==> config.mk <==
export PLATFORM = sky130hd
export DESIGN_NAME = stream_demultiplexer
export DESIGN_NICKNAME = d
export VERILOG_FILES = /design/src/rtl/stream_demultiplexer.sv
export SDC_FILE = /design/constraint.sdc
export NUM_CORES = 1
export LEC_CHECK = 0
export ABC_CLOCK_PERIOD_IN_PS = 4400
export CORE_MARGIN = 3
export CORE_UTILIZATION = 50
export CTS_CLUSTER_SIZE = 16
export DETAILED_ROUTE_END_ITERATION = 10
export PLACE_DENSITY_LB_ADDON = 0.08
export REMOVE_ABC_BUFFERS = 1
export SETUP_SLACK_MARGIN = 0.3
export SLEW_MARGIN = 30
export SYNTH_ARGS = -nofsm -noshare
export SYNTH_HDL_FRONTEND = slang
export SYNTH_SLANG_ARGS = --single-unit
export TNS_END_PERCENT = 20
==> constraint.sdc <==
create_clock -name clk -period 4.4 [get_ports clk]
set_clock_uncertainty 0.05 [all_clocks]
set_input_delay 0.88 -clock clk [delete_from_list [all_inputs] [get_ports clk]]
set_output_delay 0.88 -clock clk [all_outputs]
set_load 0.1 [all_outputs]
==> src/rtl/stream_demultiplexer.sv <==
// One-to-N stream demultiplexer with a one-entry register per output channel.
// Targets come from select_lines (mode=0) or a round-robin pointer (mode=1).
module stream_demultiplexer #(
  parameter int DATA_WIDTH  = 8,
  parameter int NUM_OUTPUTS = 8,
  localparam int SEL_WIDTH  = $clog2(NUM_OUTPUTS)
) (
  input  logic                              clk,
  input  logic                              rst,
  input  logic                              mode,
  input  logic                              in_valid,
  output logic                              in_ready,
  input  logic [DATA_WIDTH-1:0]             in_data,
  input  logic [SEL_WIDTH-1:0]              select_lines,
  output logic [NUM_OUTPUTS-1:0]            out_valid,
  input  logic [NUM_OUTPUTS-1:0]            out_ready,
  output logic [NUM_OUTPUTS*DATA_WIDTH-1:0] out_data,
  output logic [SEL_WIDTH-1:0]              rr_pointer,
  output logic                              drop_pulse
);

  logic [SEL_WIDTH-1:0]   target;
  logic [NUM_OUTPUTS-1:0] target_hit;
  logic                   in_range;
  logic                   target_open;
  logic                   accept;

  // An out-of-range select decodes to an all-zero hit vector, so it touches no channel.
  // NOTE: every always_comb output gets a default first, so no path can infer a latch.
  always_comb begin
    target     = mode ? rr_pointer : select_lines;
    target_hit = '0;
    for (int i = 0; i < NUM_OUTPUTS; i++) begin
      target_hit[i] = (target == SEL_WIDTH'(i));
    end
  end

  // The target can take a word if it is empty or is being drained on this edge.
  assign in_range    = |target_hit;
  assign target_open = |(target_hit & (~out_valid | out_ready));
  assign in_ready    = !rst && (!in_range || target_open);
  assign accept      = in_valid && in_ready;

  // NOTE: sequential state uses non-blocking assignments only, so every register
  // sees the pre-edge values of its neighbours regardless of statement order.
  always_ff @(posedge clk) begin
    if (rst) begin
      // NOTE: the data registers are reset as well, because out_data must read zero after reset.
      out_valid  <= '0;
      out_data   <= '0;
      rr_pointer <= '0;
      drop_pulse <= 1'b0;
    end else begin
      drop_pulse <= accept && !in_range;
      for (int i = 0; i < NUM_OUTPUTS; i++) begin
        if (accept && target_hit[i]) begin
          out_valid[i]                           <= 1'b1;
          out_data[i*DATA_WIDTH +: DATA_WIDTH]   <= in_data;
        end else if (out_ready[i]) begin
          out_valid[i] <= 1'b0;
        end
      end
      if (accept && mode) begin
        rr_pointer <= (rr_pointer == SEL_WIDTH'(NUM_OUTPUTS - 1)) ? '0
                                                                   : rr_pointer + SEL_WIDTH'(1);
      end
    end
  end

endmodule

Run 1, the metal 1 layer:
Scale bar: 20 microns. Cells faint in the background.
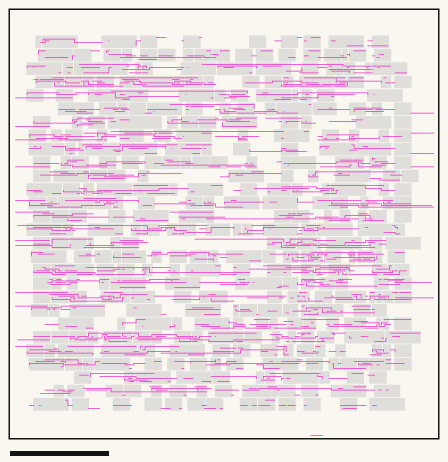
nets with wire on the layer	388
share of all routed wire	46%
longest straight run	35.0 microns

Run 1, metal 2:
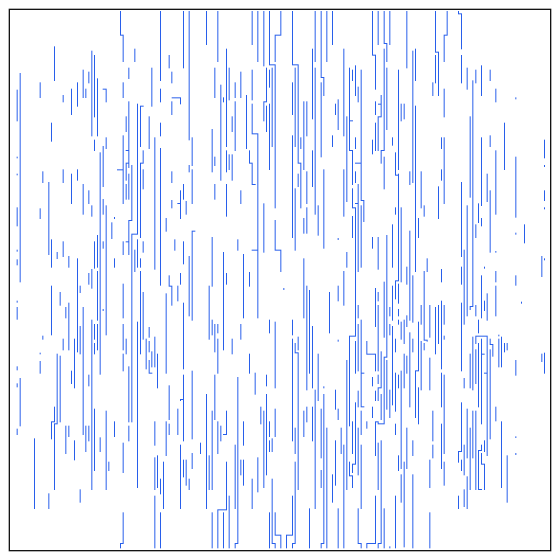
nets with wire on the layer	379
longest straight run	36.2 microns
main direction	vertical

Run 1, signal wires on met3:
Scale bar: 20 microns.
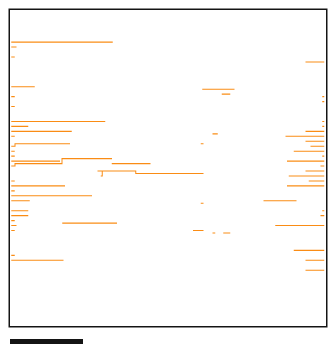
nets with wire on the layer	55
longest straight run	27.6 microns
main direction	horizontal
wire length on this layer	402 microns
share of all routed wire	5.4%

run 1: critical path, cell delays in order:
cell	delay (ps)
clkdlybuf4s50_1	680
mux2i_4	400
mux2i_1	160
o22ai_4	380
nor2_1	80
nor2_1	190
buf_12	200
run 1: synth_stat cells (all sizes together):
master / number / share of area (%)
a21oi: 8 / 1.2
a32oi: 4 / 1.1
buf: 9 / 3.1
clkbuf: 9 / 1.0
conb: 1 / 0.12
dfxtp: 76 / 47
ha: 2 / 0.77
inv: 11 / 1.3
mux2: 1 / 0.46
mux2i: 71 / 22
nand2b: 82 / 16
nand3b: 1 / 0.23
nor2: 12 / 1.4
nor2b: 1 / 0.19
nor3: 1 / 0.15
o211a: 1 / 0.54
o21ai: 8 / 2.2
o22ai: 2 / 1.2
or3b: 1 / 0.27
run 1: metal layers:
| metal | GRT usage (%) | wire [microns] | up-vias | share of wire [%] |
|---|---|---|---|---|
| met4 | 8.92 | 137 | 0 | 1.8 |
| met2 | 32.3 | 3500 | 65 | 47 |
| met5 | 0 | 0 | - | 0 |
| li1 | - | - | 1197 | - |
| met1 | 25.4 | 3400 | 1147 | 46 |
| met3 | 5.04 | 402 | 11 | 5.4 |
run 1: flip-flops by register name, indices dropped and copies added, names as in the netlist:
| signal | flops |
|---|---|
| rr_pointer | 3 |
| drop_pulse | 1 |
| out_data | 64 |
| out_valid | 8 |
run 1: kinds of logic (layout without fill, tap and decap cells):
family	after synthesis	count (layout)	share of synthesized area (%)
compound gates	23	23	6.23
other cells	1	1	0.115
fa+ha+maj	2	2	0.769
simple gates	98	98	18.0
buf+inv	29	132	5.42
mux	72	72	22.7
flops	76	76	46.8
==> impl_metrics.toml, run 1 <==
# implementation run metrics
[timing]
slew-limit-headroom_pct = 33.0
tightest_slew_ps = 1000
finalClockPeriodUsage_pct = 88.9
timing.fmax_mhz = 256
fin_crit_ps = 3910
slew_viol_final = 0
final.setup.worst_slack_ps = 490
hold_viol = 0

[power]
p_per_area_mw_per_mm2 = 333
p_clk_share_pct = 35.2
powerComb_mw = 0.249
ir_drop_uv = 228
power_mw = 1.48
internal_power_mw = 1.05
p_seq_mw = 0.709
power_switching_share_pct = 29.3
p_comb_share_pct = 16.9
clk-power_mw = 0.521
switchingPower_mw = 0.433
leakagePower_nw = 2.03
power_frac_seq_pct = 47.9

[floorplan]
core_area_sq_mm = 0.00610
well_tap_count = 75
io_pins = 100
die_width_microns = 86.7

[logic_synthesis]
yosys_warnings = 0
synth_area_sq_mm = 0.00325
yosys_cells = 301
syn_avg_cell_area_sq_um = 10.8
ys_seq_share_pct = 46.8

[layout]
area.growth.synth_to_final_pct = 36.5
design_area_sq_mm = 0.00444
num-nonclk-inverters = 11
final_cell_mix = "96 x clkdlybuf4s50_1, 82 x nand2b_1, 76 x dfxtp_1"
mi_logic_area_sq_mm = 0.00156
layout_top_cell = "clkdlybuf4s50_1"
utilization_pct = 72.8
comb.multi_input.count = 196
layout.cells.non_filler = 479
drive_above_1_share_pct = 9.41
filler_cell_count = 475
seq_share_pct = 34.3
n_all_buffers = 105
n_antenna_cell = 0
seq_cells = 76

[global_routing]
grt_start_max_net_pins = 81
grt_overflow = 0
antenna_found_initial = 0
grt_pass1_wl_mm = 11.6
grt_pass1_vias = 2405
grt_usage_pct = 20.1

[route]
drt_pass1_iterations = 4
routed_via_density = 5.05
ant_nets = 0
wire_per_inst_microns = 15.5
drc = 0

[place]
placed_cell_area_sq_mm = 0.00422
pre_cts_ws_ps = 451
dp.final_hpwl_mm = 5.09
dp_cells = 458

[clock_network]
cts_made_buffers = 9
clockBufferDepth = 2
clock.latency.late_pin_ps = 330
clock_sinks = 76
cts_setup_buffers = 0
hold_buffers = 0
root_buffer = "clkbuf_8"
cts_tree = "done"
htreeDepth = 3
post_cts_resized = 0

[setup_path]
critPathLaunch = "mode"
rrSetupSlack_ps = 2090
cp_max_fo = 10
arrival_ps = 2980
r2r_cells = 6
critical_path.endpoint = "in_ready"
worstReg2RegStart = "rr_pointer[1]"
critPathLaunchType = "input port"
worstSetupPathType = "in2out"

[run]
drv_cap = 0
log.warning_count = 25

[worst_hold_path]
hold_path_class = "reg2reg"
min_path_cells = 2

[outcome]
outcome = "completed"
Run 1, drive-strength map:
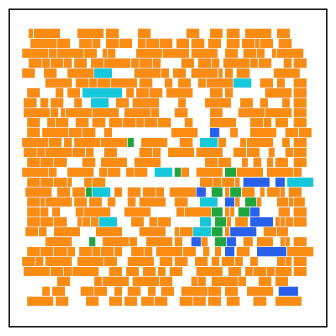

==> run 1 -> run 2 <==
--- a/config.mk
+++ b/config.mk
@@ -10,6 +10,7 @@
 export CORE_UTILIZATION = 50
 export CTS_CLUSTER_SIZE = 16
 export DETAILED_ROUTE_END_ITERATION = 10
+export GPL_TIMING_DRIVEN = 0
 export PLACE_DENSITY_LB_ADDON = 0.08
 export REMOVE_ABC_BUFFERS = 1
 export SETUP_SLACK_MARGIN = 0.3
Run 2, drive-strength map:
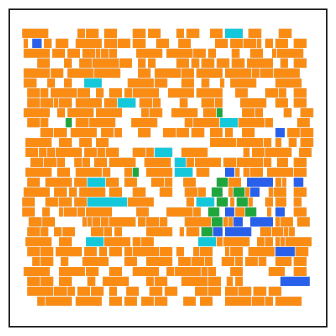
color	size	cells
blue	x3 and x4	14
cyan	x6 and larger	12
green	x2	12
orange	x1 and smaller	366

==> impl_metrics.toml, run 2 <==
# implementation run metrics
[logic_synthesis]
synthCells = 301
synth_cell_type_count = 20
ys_chip_area_sq_mm = 0.00325
ys.flops = 76
common_cells = "82 x nand2b_1, 76 x dfxtp_1, 70 x mux2i_1, 12 x nor2_1, 11 x inv_1"
synth_area_sq_mm = 0.00325
edf_count = 0
top_area_cell = "dfxtp_1"
ys_seq_share_pct = 46.8
ff_type = "dfxtp_1"
ys_async_sr_fraction_pct = 0
top_cell = "nand2b_1"
syn_avg_cell_area_sq_um = 10.8
topCellsByArea = "dfxtp_1 47%, mux2i_1 22%, nand2b_1 16%"
yosys_cells = 301
yosys_warnings = 0
top_area_share_pct = 46.8

[global_routing]
grt_start_max_net_pins = 88
grt_overflow = 0
antenna_found_initial = 0
grt_usage_pct = 20.7
grt_pass1_wl_mm = 12.0
grt_pass1_vias = 2437

[floorplan]
die_height_microns = 86.7
io_pins = 100
die_area_sq_mm = 0.00751
die_width_microns = 86.7
row_count = 28
core_area_sq_mm = 0.00610
fp_util_pct = 53.4

[route]
routed_via_density = 5.12
vias = 2452
drc = 0
drtIter0Drc = 100
drt_pass1_iterations = 4
wire_per_inst_microns = 15.8
ant_nets = 0
routed_wl_mm = 7.57

[layout]
layout_top_cell = "clkdlybuf4s50_1"
final_cell_mix = "96 x clkdlybuf4s50_1, 82 x nand2b_1, 76 x dfxtp_1"
top_regs = "out_data: 64 flops, out_valid: 8 flops, rr_pointer: 3 flops"
finalNetCount = 425
largest_reg_flops = 64
n_antenna_cell = 0
area.growth.synth_to_final_pct = 36.3
filler_cell_count = 482
utilization_pct = 72.8
mi_logic_area_sq_mm = 0.00156
seq_area_sq_mm = 0.00152
drive_above_1_share_pct = 9.41
top_register = "out_data"

[timing]
setup_viol = 0
finalClockPeriodUsage_pct = 88.9
fin_crit_ps = 3910
rsz0062_at_grt = "false"
final.setup.worst_slack_ps = 489
slew-limit-headroom_pct = 32.4
hold_viol = 0
timing.fmax_mhz = 256
tightest_slew_ps = 1010
slew_viol_final = 0

[setup_path]
r2r_cells = 6
arrival_ps = 2980
critPathLaunchType = "input port"
critPathMaxStageDelay_ps = 700
cp_max_fo = 8
crit_top_cell = "nor2_1"
crit_chain = "clkdlybuf4s50_1 > mux2i_4 > mux2i_1 > o22ai_4 > nor2_1 > nor2_1 > buf_4"
crit_family = "buffers and inverters"
path_depth = 7
cp-end-kind = "primary output"
crit_required_ps = 3470
worstSetupPathType = "in2out"
slowest_stage = "clkdlybuf4s50_1"
worst-path-buf-inv = 2

[clock_network]
root_buffer = "clkbuf_8"
clockBufferDepth = 2
hold_buffers = 0
clk_pin_slew_ps = 70
htreeDepth = 3
cts_tree = "done"

[power]
power_switching_share_pct = 28.5
maxPowerGroup = "sequential cells"
internal_power_mw = 1.06
p_per_area_mw_per_mm2 = 334
p_clk_share_pct = 35.2
p_comb_share_pct = 16.9
powerComb_mw = 0.250
power_frac_seq_pct = 47.9
leakagePower_nw = 2.04
p_seq_mw = 0.710
ir_drop_uv = 227
switchingPower_mw = 0.423

[outcome]
outcome = "completed"

[run]
log.warning_count = 25
drv_cap = 0

[place]
routabilityCongestion = 0.734
pre_cts_ws_ps = -493
dp.final_hpwl_mm = 5.01
io_buffer_count = 99

[worst_hold_path]
min_path_cells = 2
hold_path_class = "reg2reg"
Run 2, clock routing:
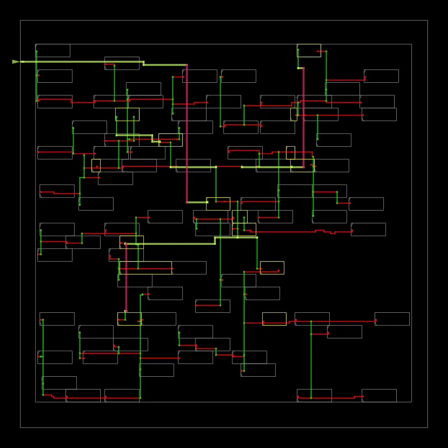
flip-flop and latch count: 76
Power Clock: 0.522 mW
clock sink total: 76
cts bufs inserted: 9
clk ins delay skew pair: 340 ps

[run 2: layer usage]
metal  GRT usage (%)  vias to the layer above  routed length, microns
li1                -                     1193                       -
met1            24.9                     1175                    3310
met2            35.0                       74                    3710
met3            6.37                       10                     446
met4            6.80                        0                      97
met5               0                        -                       0
[run 2: logic make-up after synthesis]
logic type / after synthesis / share of synthesized area (%)
adders and majority gates: 2 / 0.769
and+or+nand+nor: 98 / 18.0
muxes: 72 / 22.7
other: 1 / 0.115
DFF: 76 / 46.8
AOI/OAI and AO/OA: 23 / 6.23
buffers and inverters: 29 / 5.42
[run 2: layout make-up]
cell class	count	area share [%]
clock buffers	11	3.19
clock inverters	4	1.10
inverters	11	0.931
multi-input cells	196	35.1
flip-flops and latches	76	34.3
well taps	75	2.12
repair buffers	106	23.3
[run 2: repair_timing]
action	in CTS	in global routing
resized	6	0
pin swaps	0	2
endpoints found under the setup margin	1	1
hold endpoints to repair	0	0
buffers inserted	0	7
[run 2: stage by stage]
step	setup TNS (ps)	area [sq um]	hold slack [ps]	total power, mW	instances
2_1_floorplan	0	3120	869	0.893	283
3_3_place_gp	-674	4200	410	0.964	457
3_5_place_dp	-493	4200	420	0.965	457
4_1_cts	0	4390	432	1.48	472
5_1_grt	0	4440	442	1.54	479
6_report	0	4440	425	1.48	479
[run 2: worst reg2reg max path, cell delays in order (launching register included)]
cell and delay [ps]:
dfxtp_1 370, mux2i_4 300, mux2i_1 360, o22ai_4 160, buf_4 190, o21ai_2 610, mux2i_1 260
[run 2: final timing paths]
kind,startpoint,end,slack (ps)
min reg2reg,out_data[37],out_data[37],420
max,mode,in_ready,490
min,out_data[37],out_data[37],420
max reg2reg,rr_pointer[1],out_data[22],2040
Power and IR drop assume default switching activity.
